**Run 1: metal 1**

(4 px per µm) Cells faint in the background.
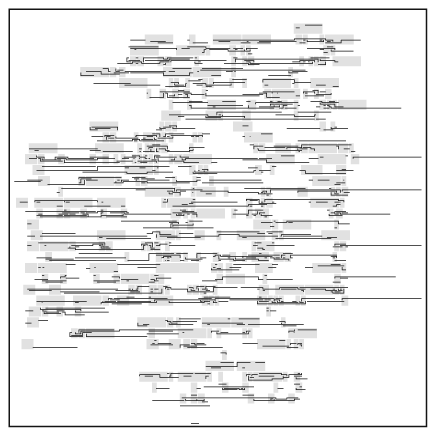
**Run 1: M2 wires**

(4 px per µm)
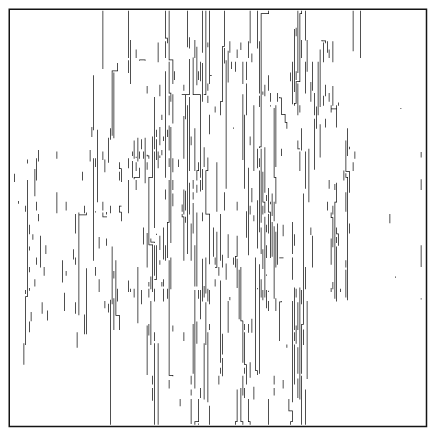
**Run 1: met3 routing**

(3 px per µm) Cells faint in the background.
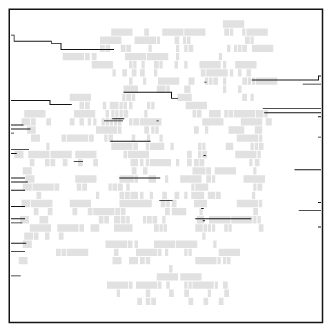
==> config.mk <==
export PLATFORM = sky130hd
export DESIGN_NAME = seq_addsub
export DESIGN_NICKNAME = d
export VERILOG_FILES = /design/src/rtl/seq_addsub_pkg.sv /design/src/rtl/seq_addsub_slice_adder.sv /design/src/rtl/seq_addsub.sv
export SDC_FILE = /design/constraint.sdc
export NUM_CORES = 1
export LEC_CHECK = 0
export ABC_AREA = 1
export CAP_MARGIN = 30
export CORE_MARGIN = 1
export CORE_UTILIZATION = 25
export CTS_CLUSTER_SIZE = 28
export DETAILED_ROUTE_END_ITERATION = 7
export DONT_BUFFER_PORTS = 1
export PLACE_DENSITY = 0.4
export SLEW_MARGIN = 0
export SYNTH_ARGS = -nofsm -noshare
export SYNTH_HDL_FRONTEND = slang
export SYNTH_HIERARCHICAL = 1
export SYNTH_SLANG_ARGS = --single-unit
==> constraint.sdc <==
create_clock -name i_clk -period 3.9 [get_ports i_clk]
set_input_delay 1.17 -clock i_clk [delete_from_list [all_inputs] [get_ports i_clk]]
set_output_delay 1.17 -clock i_clk [all_outputs]
set_load 0.1 [all_outputs]
==> impl_metrics.py, run 1 <==
# Auto-generated metrics
metrics = {
    "run_status": {
        "status": "complete, no violations",
    },
    "power": {
        "totalPowerFinal_mw": 1.38,
        "leakagePower_nw": 1.13,
        "power_density_nw_per_um2": 487,
        "power_frac_comb": 0.168,
        "p_seq_uw": 761,
        "irDropWorstVdd_uv": 166,
    },
    "logic_synthesis": {
        "top_cells_by_area": "dfxtp_1, a21oi_1, nand2_1",
        "most_common_cell": "nand2_1",
        "synth_top_cell_by_area": "dfxtp_1",
        "edf_count": 0,
        "synthTopLogicFamily": "AND-OR/OR-AND gates",
        "ys_sh_xor": 0.0539,
        "synthAdderAreaFrac": 0.0501,
        "yosys_warnings": 6,
        "synth_top_flop_cell": "dfxtp_1",
        "floorplan.nets": 388,
    },
    "clock_tree": {
        "htreeDepth": 2,
        "cts_root_buffer": "clkbuf_8",
    },
    "layout": {
        "diodes": 0,
        "fin_area_um2": 2830,
        "layout_top_cell": "nand2_1",
        "num-nonclk-buffers": 5,
        "seq_area_um2": 1120,
        "instances_no_fill": 472,
        "buf_share": 0.0159,
        "nFillCells": 1128,
        "clock_cell_area_share": 0.0381,
    },
    "die": {
        "initial_core_util": 0.262,
        "die-height_um": 104,
        "ios": 56,
    },
    "worst_hold_path": {
        "hold_depth": 2,
    },
    "sta": {
        "setup_viol": 0,
        "rsz0062_at_grt": "no",
        "max_slew_margin": 0.342,
        "finClkSkew_ns": 0.0104,
    },
    "global_routing": {
        "grt_max_degree": 42,
        "gr-usage-all-layers": 0.127,
        "top_usage_layer": "met2",
        "antenna_found_initial": 0,
    },
    "worst_setup_path": {
        "critPathKind": "flip-flop to flip-flop",
        "slowest_delay_ns": 0.44,
        "cp_top_family": "adder cells",
        "required_ns": 4.16,
        "path_common_cell": "inv_1",
    },
    "placement": {
        "dpl-instance-area_um2": 2700,
        "pre_cts_ws_ns": 0.449,
        "portBuffers": 0,
    },
    "routing": {
        "wl_met1_um": 3280,
        "dr_wl_met2_um": 2990,
        "first_pass_iters": 4,
    },
}
About 'metal 1':
share of all routed wire: 49%
nets with wire on the layer: 352
wire length on this layer: 3280 µm
main direction: horizontal
Total Wirelength: 6670 µm
GR Util met1: 0.169
Via Count: 2112

About 'M2 wires':
nets with wire on the layer: 291
main direction: vertical
share of all routed wire: 45%
met2 usage: 0.202

About 'met3 routing':
main direction: horizontal
longest straight run: 22.1 µm
nets with wire on the layer: 33
share of all routed wire: 4.3%
met3 Use GR: 0.0276

**Run 1: congestion heat map**

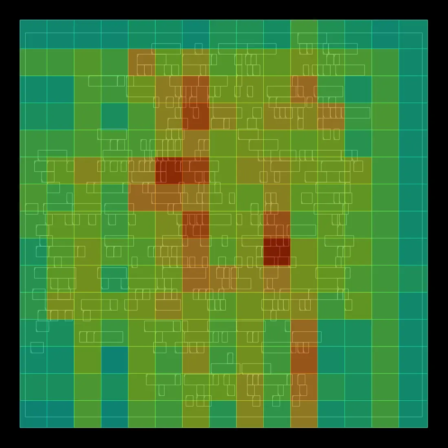

==> inputs of run 2 (changes only) <==
- CORE_ASPECT_RATIO: unset -> 1.25
- CTS_CLUSTER_SIZE: 28 -> unset
- PLACE_DENSITY: 0.4 -> 0.42
**Run 2: congestion heat map**

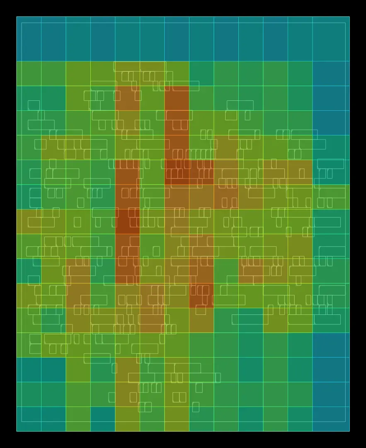
per-cell routed wire length: 14.0 µm
met2 usage: 0.209
gr busiest metal: met2
GR Util met1: 0.163

==> run 2 against run 1 <==
  * Global-route usage grew 0.24 points
  * Area after synthesis is the same
  * Critical endpoint unchanged
  * Sequential cell count is the same
  * Non-clock buffer count shrank 2
  * Sequential power is essentially flat
  * Synthesized cell count is the same
  * Clock power grew 13%
  * Highest routed layer unchanged
  * Worst setup slack lost 0.053 ns
  * Largest cell class unchanged
  * Via count shrank 0.76%
  * Largest power group unchanged
==> impl_metrics.py, run 2 <==
# Auto-generated metrics
metrics = {
    "layout": {
        "final-comb-area_um2": 1260,
        "comb_share": 0.441,
        "seq_area_um2": 1120,
        "fin_util": 0.282,
        "fin_area_um2": 2850,
        "instances_no_fill": 465,
        "clock_cell_area_share": 0.0470,
        "largestClassByArea": "combinational gates",
        "num-nonclk-buffers": 3,
        "buf_share": 0.0149,
        "diodes": 0,
        "area_growth_pct": 9.59,
        "nFillCells": 1117,
        "logic_gates": 235,
        "layout_top_cell": "nand2_1",
    },
    "placement": {
        "portBuffers": 0,
        "dpl-instance-area_um2": 2710,
        "dp_hpwl_um": 4850,
        "place_congestion": 0.761,
        "pre_cts_ws_ns": 0.244,
    },
    "logic_synthesis": {
        "yosys-stat-cells": 344,
        "synth.cell_area_um2": 2600,
        "ys.flops": 56,
        "synth_top_flop_cell": "dfxtp_1",
        "floorplan.nets": 388,
        "async_reset_ff_frac": 0,
        "yosys_warnings": 6,
        "aoi_share": 0.203,
        "top_cells_by_area": "dfxtp_1, a21oi_1, nand2_1",
        "ys_sh_xor": 0.0539,
        "most_common_cell": "nand2_1",
        "edf_count": 0,
        "synth_top_cell_by_area": "dfxtp_1",
        "synthTopLogicFamily": "AND-OR/OR-AND gates",
        "ys_types": 26,
        "synthAdderAreaFrac": 0.0501,
    },
    "power": {
        "leakagePower_nw": 1.14,
        "seq_power_share": 0.533,
        "p_seq_uw": 761,
        "power_density_nw_per_um2": 501,
        "comb-power_uw": 232,
        "totalPowerFinal_mw": 1.43,
        "maxPowerGroup": "registers",
        "irDropWorstVdd_uv": 161,
        "power_frac_comb": 0.163,
    },
    "worst_setup_path": {
        "slowest_delay_ns": 0.44,
        "endpoint_kind": "flip-flop",
        "cp_top_family": "adder cells",
        "path_common_cell": "inv_1",
        "crit_chain": "inv_1 > ha_2 > inv_1 > o21ai_0 > o21ai_0 > fa_1 > inv_1 > fa_1 > inv_1 > fa_1 > inv_1 > fa_1 > inv_1 > inv_1 > nor2_1 > o21ai_0 > nor2_1",
        "critPathKind": "flip-flop to flip-flop",
        "worst-path-buf-inv": 7,
        "crit_fanout": 11,
        "required_ns": 4.13,
    },
    "routing": {
        "wl_met1_um": 3050,
        "route.detailed.drc": 0,
        "dr_wl_met3_um": 490,
        "via_count": 2096,
        "first_pass_iters": 4,
        "dr_wl_met2_um": 2910,
        "routed_wl_um": 6530,
    },
    "clock_tree": {
        "htreeDepth": 2,
        "clock-sinks": 56,
        "cts_buffers": 5,
        "cts_setup_buffers": 0,
        "ctsHoldBuffers": 0,
        "cts_root_buffer": "clkbuf_16",
    },
    "worst_hold_path": {
        "hold_path.class": "flip-flop to flip-flop",
        "hold_depth": 2,
    },
    "sta": {
        "period_used_share": 0.886,
        "finClkSkew_ns": 0.00842,
        "setup_viol": 0,
        "slew_viol_final": 0,
        "max_slew_margin": 0.330,
        "fmax_ghz": 0.289,
        "rsz0062_at_grt": "no",
    },
    "global_routing": {
        "gr-usage-all-layers": 0.129,
        "antenna_found_initial": 0,
        "grt_max_degree": 39,
        "grt.overflow.total": 0,
        "met3_usage": 0.0446,
        "grt_pass1_wl_um": 10800,
    },
    "run_status": {
        "status": "complete, no violations",
    },
    "die": {
        "initial_core_util": 0.257,
        "ios": 56,
        "core-area_um2": 10100,
        "die-height_um": 116,
    },
}
Power and IR drop assume default switching activity.
